$ cat config.mk
export PLATFORM = sky130hd
export DESIGN_NAME = ddr5_ca_cmd_encoder
export DESIGN_NICKNAME = d
export VERILOG_FILES = /design/src/rtl/ddr5_ca_cmd_encoder.sv
export SDC_FILE = /design/constraint.sdc
export NUM_CORES = 1
export LEC_CHECK = 0
export ABC_AREA = 1
export CAP_MARGIN = 20
export CORE_MARGIN = 5
export CORE_UTILIZATION = 48
export CTS_CLUSTER_DIAMETER = 120
export DETAILED_ROUTE_END_ITERATION = 10
export PLACE_DENSITY = 0.86
export SLEW_MARGIN = 25
export SYNTH_ARGS = -nofsm -noshare
export SYNTH_HDL_FRONTEND = slang
export SYNTH_SLANG_ARGS = --single-unit
export TNS_END_PERCENT = 5
$ cat constraint.sdc
create_clock -name ck_t -period 1.8 [get_ports ck_t]
set_input_delay 0.36 -clock ck_t [delete_from_list [all_inputs] [get_ports ck_t]]
set_output_delay 0.36 -clock ck_t [all_outputs]
set_load 0.03 [all_outputs]
$ cat src/rtl/ddr5_ca_cmd_encoder.sv
// ddr5_ca_cmd_encoder: DDR5 CA-bus command encoder with tRCD/tRP/tRFC gating and bank tracking; optional ca_par output under DDR5_CA_PARITY_EN
module ddr5_ca_cmd_encoder #(
  parameter int T_RCD = 4,
  parameter int T_RP  = 3,
  parameter int T_RFC = 8
) (
  input  logic        ck_t,
  input  logic        rst_n,
  input  logic        req_valid,
  output logic        req_ready,
  input  logic [2:0]  req_op,
  input  logic [2:0]  req_bank,
  input  logic [15:0] req_row,
  input  logic [9:0]  req_col,
  output logic        cs_n,
  output logic [13:0] ca,
`ifdef DDR5_CA_PARITY_EN
  output logic        ca_par,
`endif
  output logic        err,
  output logic [7:0]  bank_open
);
  localparam int TMAX = (T_RFC > T_RCD) ? ((T_RFC > T_RP) ? T_RFC : T_RP) : ((T_RCD > T_RP) ? T_RCD : T_RP);
  localparam int TW = $clog2(TMAX + 1);
  localparam logic [2:0] OP_ACT = 3'd0, OP_RD = 3'd1, OP_WR = 3'd2, OP_PRE = 3'd3, OP_REF = 3'd4;
  typedef enum logic [1:0] {S_IDLE, S_WAIT, S_CMD1, S_CMD2} state_t;
  state_t        r_state, w_state_nxt;
  logic [2:0]    r_op, r_bank, w_op, w_bank;
  logic [15:0]   r_row;
  logic [9:0]    r_col;
  logic [8:0]    w_row_lo;
  logic [TW-1:0] r_trcd, r_trp, r_trfc;
  logic          w_idle, w_acc, w_legal, w_gate, w_issue, w_two;
  logic [13:0]   w_c1, w_c2, w_ca_nxt;
  assign req_ready = (r_state == S_IDLE);
  // decode the live request (IDLE) or the captured one (WAIT/CMD), check legality and timing, pick next bus word and state
  always_comb begin
    w_idle   = r_state == S_IDLE;
    w_acc    = w_idle & req_valid;
    w_op     = w_idle ? req_op : r_op;
    w_bank   = w_idle ? req_bank : r_bank;
    w_row_lo = w_idle ? req_row[8:0] : r_row[8:0];
    w_legal  = (req_op == OP_ACT) ? !bank_open[req_bank] :
               (req_op == OP_RD || req_op == OP_WR) ? bank_open[req_bank] :
               (req_op == OP_PRE) ? 1'b1 :
               (req_op == OP_REF) ? (bank_open == 8'h00) : 1'b0;
    w_gate   = (r_trfc == '0) & ((w_op == OP_ACT || w_op == OP_REF) ? (r_trp == '0) :
               (w_op == OP_RD || w_op == OP_WR) ? (r_trcd == '0) : 1'b1);
    w_issue  = ((w_acc & w_legal) | (r_state == S_WAIT)) & w_gate;
    w_two    = r_op == OP_ACT || r_op == OP_RD || r_op == OP_WR;
    w_c1     = (w_op == OP_ACT) ? {w_row_lo, w_bank, 2'b00} :
               (w_op == OP_RD)  ? {6'd0, w_bank, 5'b11101} :
               (w_op == OP_WR)  ? {6'd0, w_bank, 5'b01101} :
               (w_op == OP_PRE) ? {6'd0, w_bank, 5'b11011} : 14'b00000000010011;
    w_c2     = (r_op == OP_ACT) ? {7'd0, r_row[15:9]} : {4'd0, r_col};
    w_ca_nxt = w_issue ? w_c1 : (r_state == S_CMD1 && w_two) ? w_c2 : 14'd0;
    w_state_nxt = w_issue ? S_CMD1 :
                  (w_acc & w_legal) ? S_WAIT :
                  (r_state == S_WAIT) ? S_WAIT :
                  (r_state == S_CMD1 && w_two) ? S_CMD2 : S_IDLE;
  end
  // state, captured request, registered CA bus, error pulse and per-bank open flags
  always_ff @(posedge ck_t or negedge rst_n) begin
    if (!rst_n) begin
      r_state   <= S_IDLE;
      r_op      <= '0;
      r_bank    <= '0;
      r_row     <= '0;
      r_col     <= '0;
      cs_n      <= 1'b1;
      ca        <= '0;
      err       <= 1'b0;
      bank_open <= '0;
`ifdef DDR5_CA_PARITY_EN
      ca_par    <= 1'b0;
`endif
    end else begin
      r_state <= w_state_nxt;
      if (w_acc) begin
        r_op   <= req_op;
        r_bank <= req_bank;
        r_row  <= req_row;
        r_col  <= req_col;
      end
      cs_n <= !w_issue;
      ca   <= w_ca_nxt;
      err  <= w_acc & !w_legal;
      if (w_issue && w_op == OP_ACT) bank_open[w_bank] <= 1'b1;
      if (w_issue && w_op == OP_PRE) bank_open[w_bank] <= 1'b0;
`ifdef DDR5_CA_PARITY_EN
      ca_par <= ^w_ca_nxt;
`endif
    end
  end
  // spacing timers load T-1 on the issuing edge so the dependent command issues exactly T edges later
  always_ff @(posedge ck_t or negedge rst_n) begin
    if (!rst_n) begin
      r_trcd <= '0;
      r_trp  <= '0;
      r_trfc <= '0;
    end else begin
      r_trcd <= (w_issue && w_op == OP_ACT) ? TW'(T_RCD - 1) : (r_trcd != '0) ? r_trcd - 1'b1 : r_trcd;
      r_trp  <= (w_issue && w_op == OP_PRE) ? TW'(T_RP - 1)  : (r_trp  != '0) ? r_trp  - 1'b1 : r_trp;
      r_trfc <= (w_issue && w_op == OP_REF) ? TW'(T_RFC - 1) : (r_trfc != '0) ? r_trfc - 1'b1 : r_trfc;
    end
  end
endmodule

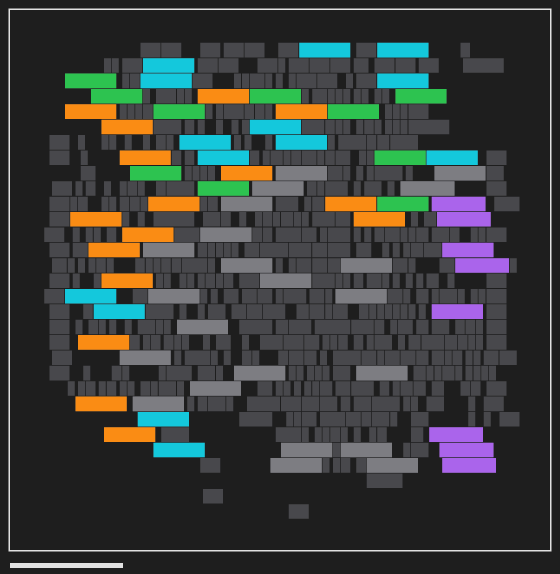
(run_1/registers.png)
The bar under the picture is 20 microns long.
- cyan: ca (placed flops 14)
- orange: r_row (placed flops 16)
- purple: bank_open (placed flops 8)
- green: r_col (placed flops 10)

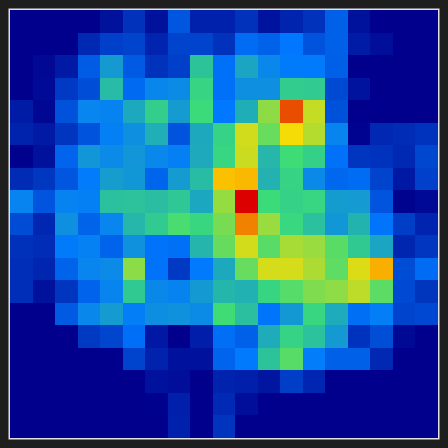
(run_1/wire_density.png)
The die is cut into 19 by 19 equal tiles; dark blue is low, red is high, scaled to the fullest tile. Values are wire area over tile area, all layers added.
- densest ninth of the die: middle
- nearly empty tiles: 25%
- emptiest ninth of the die: bottom left
- tiles over half the peak: 11%

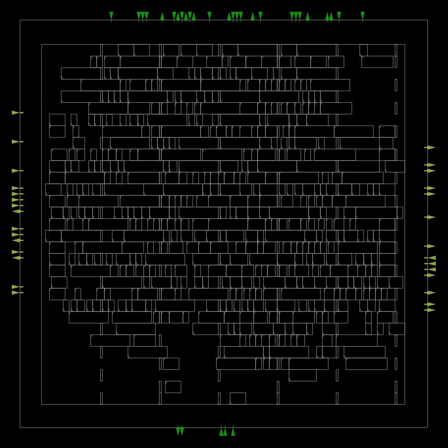
(run_1/final_placement.png)
filler cell count in the final layout: 522
number of well-tap cells placed: 99

==> design notes, run 1 <==
After layout, the setup clock skew is reported as 0.00935 ns. Dividing total power by cell area gives a power density of 1730 mW/mm^2. Ranked by flip-flop count, first place goes to r_row.

The required time at the worst endpoint is listed as 2.04 ns. The number of buffers and inverters on the critical path is 3. TritonCTS built the clock tree. With the count of different cell masters after synthesis at 31, the synthesized-area fraction occupied by xor and xnor cells is 0.0175. The tools report the worst setup slack after layout as -0.148 ns.

The total number of warnings across the stage logs is 31, and the adder and majority cell fraction of the synthesized area is 0.0178. Per the post-synthesis stats, the area per cell is 8.03 sq um. Looking at the critical path, the highest net fanout was 8. Wire length reported by the detailed router: 9360 microns. Buffer depth of the longest clock path: 2.

The final net count is 582. Slowest library cell on the worst path: sky130_fd_sc_hd__dfrtp_1. Buffers placed on the I/O ports in this run total 59.

The final reports fail on negative setup slack. The routing usage on met2 was 0.360. In the final layout, the registers with the most flip-flops are r_row: 16 flops, ca: 14 flops, r_col: 10 flops. Post-synthesis, Yosys gives the total cell area as 0.00351 sq mm. The run gives 3286 for the via count of the first global-routing pass.

The first element of the critical path was r_state[1]. The register with the most flip-flops in the layout has 16 of them. In the final routing, the length of wire on met1 measures 3610 microns. Met3 layer usage reported by global route: 0.0410.

Main power-consuming group: combinational cells. The most numerous cell type found on the critical path is sky130_fd_sc_hd__nor2_4. The end-of-flow timing check tallies setup violations at 35. The initial antenna violation count was 0. The run gives 0.106 for the share of synthesized cell area in and-or and or-and compound cells.

The run gives 0.443 for the switching fraction of total power. The detailed router used layers up to and including met4. The run gives 0.673 as the utilization after layout. The via density per instance is 5.16. After detailed routing, the met3 layer carries 534 microns of wire. The origin of the critical flop-to-flop path was r_state[1]. The synthesized-area fraction occupied by and/or/nand/nor cells was 0.274. The hold-fix buffer count after cts was 0. Setup repair after global routing could not meet its margin everywhere. Row generation in the floorplan step produced 31 rows.

The clock input transition at the sequential cells of the worst setup and hold paths is 0.08 ns. For flop-to-flop paths, the worst setup slack is -0.15 ns. The tools report the max-slew violation count as 0. The cell count of the worst reg-to-reg path was 13. In this run the vertical extent of the chip is 95.5 microns.

The kind of cell with the highest combined delay along the critical path is simple AND/OR/NAND/NOR gates. The flow ran to the end, but the final reports show violations.
-- run 1: stage by stage --
step	power, uW	area (sq um)	hold slack, ns	worst slack, ns	instances
CTS	7970	4720	0.0372	-0.147	642
global placement	6270	4430	0.408	-0.426	618
floorplan	5050	3520	0.0644	-0.0125	437
finish	8350	4830	0.0216	-0.148	646
global route	8970	4830	0.0497	-0.253	646
detailed placement	6500	4430	0.414	-0.565	618
-- run 1: Yosys cell counts, types with 3 or more instances --
cell,number,share of area
sky130_fd_sc_hd__nor2_1,40,0.043
sky130_fd_sc_hd__nor3_1,3,0.0043
sky130_fd_sc_hd__a21oi_2,7,0.017
sky130_fd_sc_hd__xor2_1,5,0.012
sky130_fd_sc_hd__nand2_1,132,0.14
sky130_fd_sc_hd__o21ai_0,44,0.063
sky130_fd_sc_hd__nor2_2,8,0.014
sky130_fd_sc_hd__dfrtp_1,69,0.49
sky130_fd_sc_hd__nor2_4,5,0.016
sky130_fd_sc_hd__inv_1,56,0.060
sky130_fd_sc_hd__nand4_1,11,0.020
sky130_fd_sc_hd__a21oi_1,6,0.0086
sky130_fd_sc_hd__nand3_1,17,0.024
sky130_fd_sc_hd__clkbuf_1,8,0.0086
sky130_fd_sc_hd__ha_1,5,0.018
-- run 1: final cells by class --
type / instances / area [sq um] / area share
Tap cell: 99 / 124 / 0.0256
Inverter: 59 / 221 / 0.0459
Clock inverter: 6 / 46.3 / 0.00959
Multi-Input combinational cell: 296 / 1550 / 0.320
Sequential cell: 70 / 1760 / 0.365
Clock buffer: 10 / 138 / 0.0285
Timing Repair Buffer: 106 / 995 / 0.206
-- run 1: repair_timing --
item / in CTS / in global routing
setup buffers: 7 / 4
gates resized: 17 / 23
cloned: 1 / 0
endpoints found under the setup margin: 35 / 37
pin swaps: 6 / 8
==> run 2, diff against run 1 <==
--- a/config.mk
+++ b/config.mk
@@ -8,12 +8,13 @@
 export ABC_AREA = 1
 export CAP_MARGIN = 20
 export CORE_MARGIN = 5
-export CORE_UTILIZATION = 48
+export CORE_UTILIZATION = 40
 export CTS_CLUSTER_DIAMETER = 120
 export DETAILED_ROUTE_END_ITERATION = 10
-export PLACE_DENSITY = 0.86
+export HOLD_SLACK_MARGIN = 0.02
+export PLACE_DENSITY = 0.75
 export SLEW_MARGIN = 25
 export SYNTH_ARGS = -nofsm -noshare
 export SYNTH_HDL_FRONTEND = slang
 export SYNTH_SLANG_ARGS = --single-unit
-export TNS_END_PERCENT = 5
+export TNS_END_PERCENT = 20
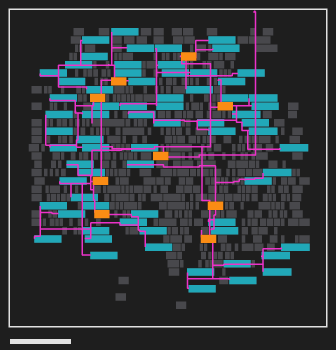
(run_2/clock_map.png)
The bar under the picture is 20 microns long.
- orange: cells driving clock nets (count 9)
- cyan: flip-flops (count 70)
- magenta: clock wires (length 904 microns)
- routed clock nets: 10

==> design notes, run 2 <==
The run finished, with violations left. The final reports fail on negative setup slack. The max-slew violation count is 0, and the via count of the first global-routing pass is 3364.

For the wire length on met1, the log shows 3640 microns. The logs give 31 for the count of different cell masters after synthesis and -0.12 ns for the register-to-register setup slack. The buffer depth of the longest clock path came out at 2. In this run the tool buffered the top-level ports with 59 buffer cells. The run gives 0.35 ns for the clock latency on the worst-skew pair.

From bottom edge to top edge, the die measures 104 microns. For the worst flop-to-flop path, the logic depth is 12. The total net switching power came out at 3550 uW. The run gives 0.293 as the routing usage on met2. The tools report the required time of the worst setup path as 2.07 ns. Upper clock frequency limit: 520 MHz. The logs give 0 for the final hold violation count and 0.0354 for the met3 layer usage reported by global route.

The largest registers in the layout are r_row: 16 flops, ca: 14 flops, r_col: 10 flops. Looking at the global route congestion table, the highest-usage layer is met2. The clock tree skew after final layout came out at 0.00813 ns. The top layer reached by signal wires is met4. The worst setup slack after layout is -0.122 ns. Setup repair after global routing could not meet its margin everywhere. The worst hold path was traced through 2 stages. Synthesized-area fraction occupied by and/or/nand/nor cells: 0.274.

Top cell type's share of synthesized area: 0.492. For this block, the routed nets add up to 8780 microns of wire. Largest register by flop count: r_row. Per the detailed placement report, the placed cell area equals 0.00451 sq mm.

With the number of flip-flops under the largest register name at 16, the number of standard-cell rows in the floorplan is 34. TritonCTS built the clock tree. By count the netlist is led by sky130_fd_sc_hd__nand2_1 (132), sky130_fd_sc_hd__dfrtp_1 (69), sky130_fd_sc_hd__inv_1 (56). On the worst setup and hold paths after CTS, the clock-pin slew comes to 0.08 ns. The utilization after layout is 0.568, and the adder and majority cell fraction of the synthesized area is 0.0178. Among the stages of the critical path, the cell type that occurs most often is sky130_fd_sc_hd__nor2_4. The run gives 4.81 for the via density per instance. Most frequent cell after synthesis: sky130_fd_sc_hd__nand2_1. For this design, the slowest cell found on the critical path is sky130_fd_sc_hd__dfrtp_1. With the switching fraction of total power at 0.427, the total met3 wirelength after detailed routing is 428 microns. The total power density per cell area works out to 1700 mW/mm^2. Per the timing report, the most critical flop-to-flop path originates at r_state[1]. For the total of endpoints with negative setup slack in the final report, the log shows 35. The synthesized area per cell is 8.03 sq um, and the total cell area reported by yosys after synthesis is 0.00351 sq mm. The synthesis report lists the most area-consuming cells as sky130_fd_sc_hd__dfrtp_1 (49%), sky130_fd_sc_hd__nand2_1 (14%), sky130_fd_sc_hd__o21ai_0 (6.3%), sky130_fd_sc_hd__inv_1 (6.0%), sky130_fd_sc_hd__nor2_1 (4.3%).
-- run 2: cell counts after synthesis --
Identical to the previous run, type by type.
-- run 2: critical path: cells and delay by family, from the launching register on --
kind,cells,cell delay [ns]
and+or+nand+nor,7,0.69
DFF,1,0.41
buffers and inverters,3,0.39
AOI/OAI and AO/OA,2,0.33
-- run 2: what timing repair did --
action	in CTS	in global routing
pin swaps	14	4
cloned	1	0
endpoints found under the hold margin	21	0
setup buffers	7	0
endpoints found under the setup margin	33	37
hold buffers	1	0
resized	24	17
-- run 2: per-stage QoR --
| step | cells | hold slack (ns) | power (uW) |
|---|---|---|---|
| after global routing | 660 | 0.504 | 8980 |
| after detailed placement | 635 | 0.354 | 6550 |
| after global placement | 635 | 0.353 | 6380 |
| after CTS | 660 | 0.485 | 8250 |
| after floorplan | 437 | 0.0644 | 5050 |
| final | 660 | 0.481 | 8320 |
-- run 2: cell families after synthesis --
| kind of cell | Yosys count |
|---|---|
| DFF | 70 |
| buffers and inverters | 72 |
| xor gates and xnor gates | 7 |
| and+or+nand+nor | 220 |
| AOI/OAI and AO/OA | 63 |
| adders and majority gates | 5 |
-- run 2: how the worst max path moves through the flow --
stage                 from      endpoint  slack [ns]  cells after the start
5_1_grt          req_op[1]  bank_open[3]       -0.25                     14
6_report        r_state[1]  bank_open[3]       -0.12                     12
2_1_floorplan   r_state[1]  bank_open[0]      0.0008                     13
3_3_place_gp   req_bank[0]  bank_open[7]       -0.44                     15
4_1_cts         r_state[0]  bank_open[3]       -0.12                     13
3_5_place_dp   req_bank[0]  bank_open[6]       -0.54                     15
-- run 2: layout make-up --
cell class	count	area, sq um
Multi-Input combinational cell	296	1550
Clock inverter	5	58.8
Inverter	59	224
Sequential cell	70	1760
Fill cell	778	3730
Clock buffer	11	131
Tap cell	108	135
Timing Repair Buffer	111	1040
Power is estimated from default activity; no workload was simulated.
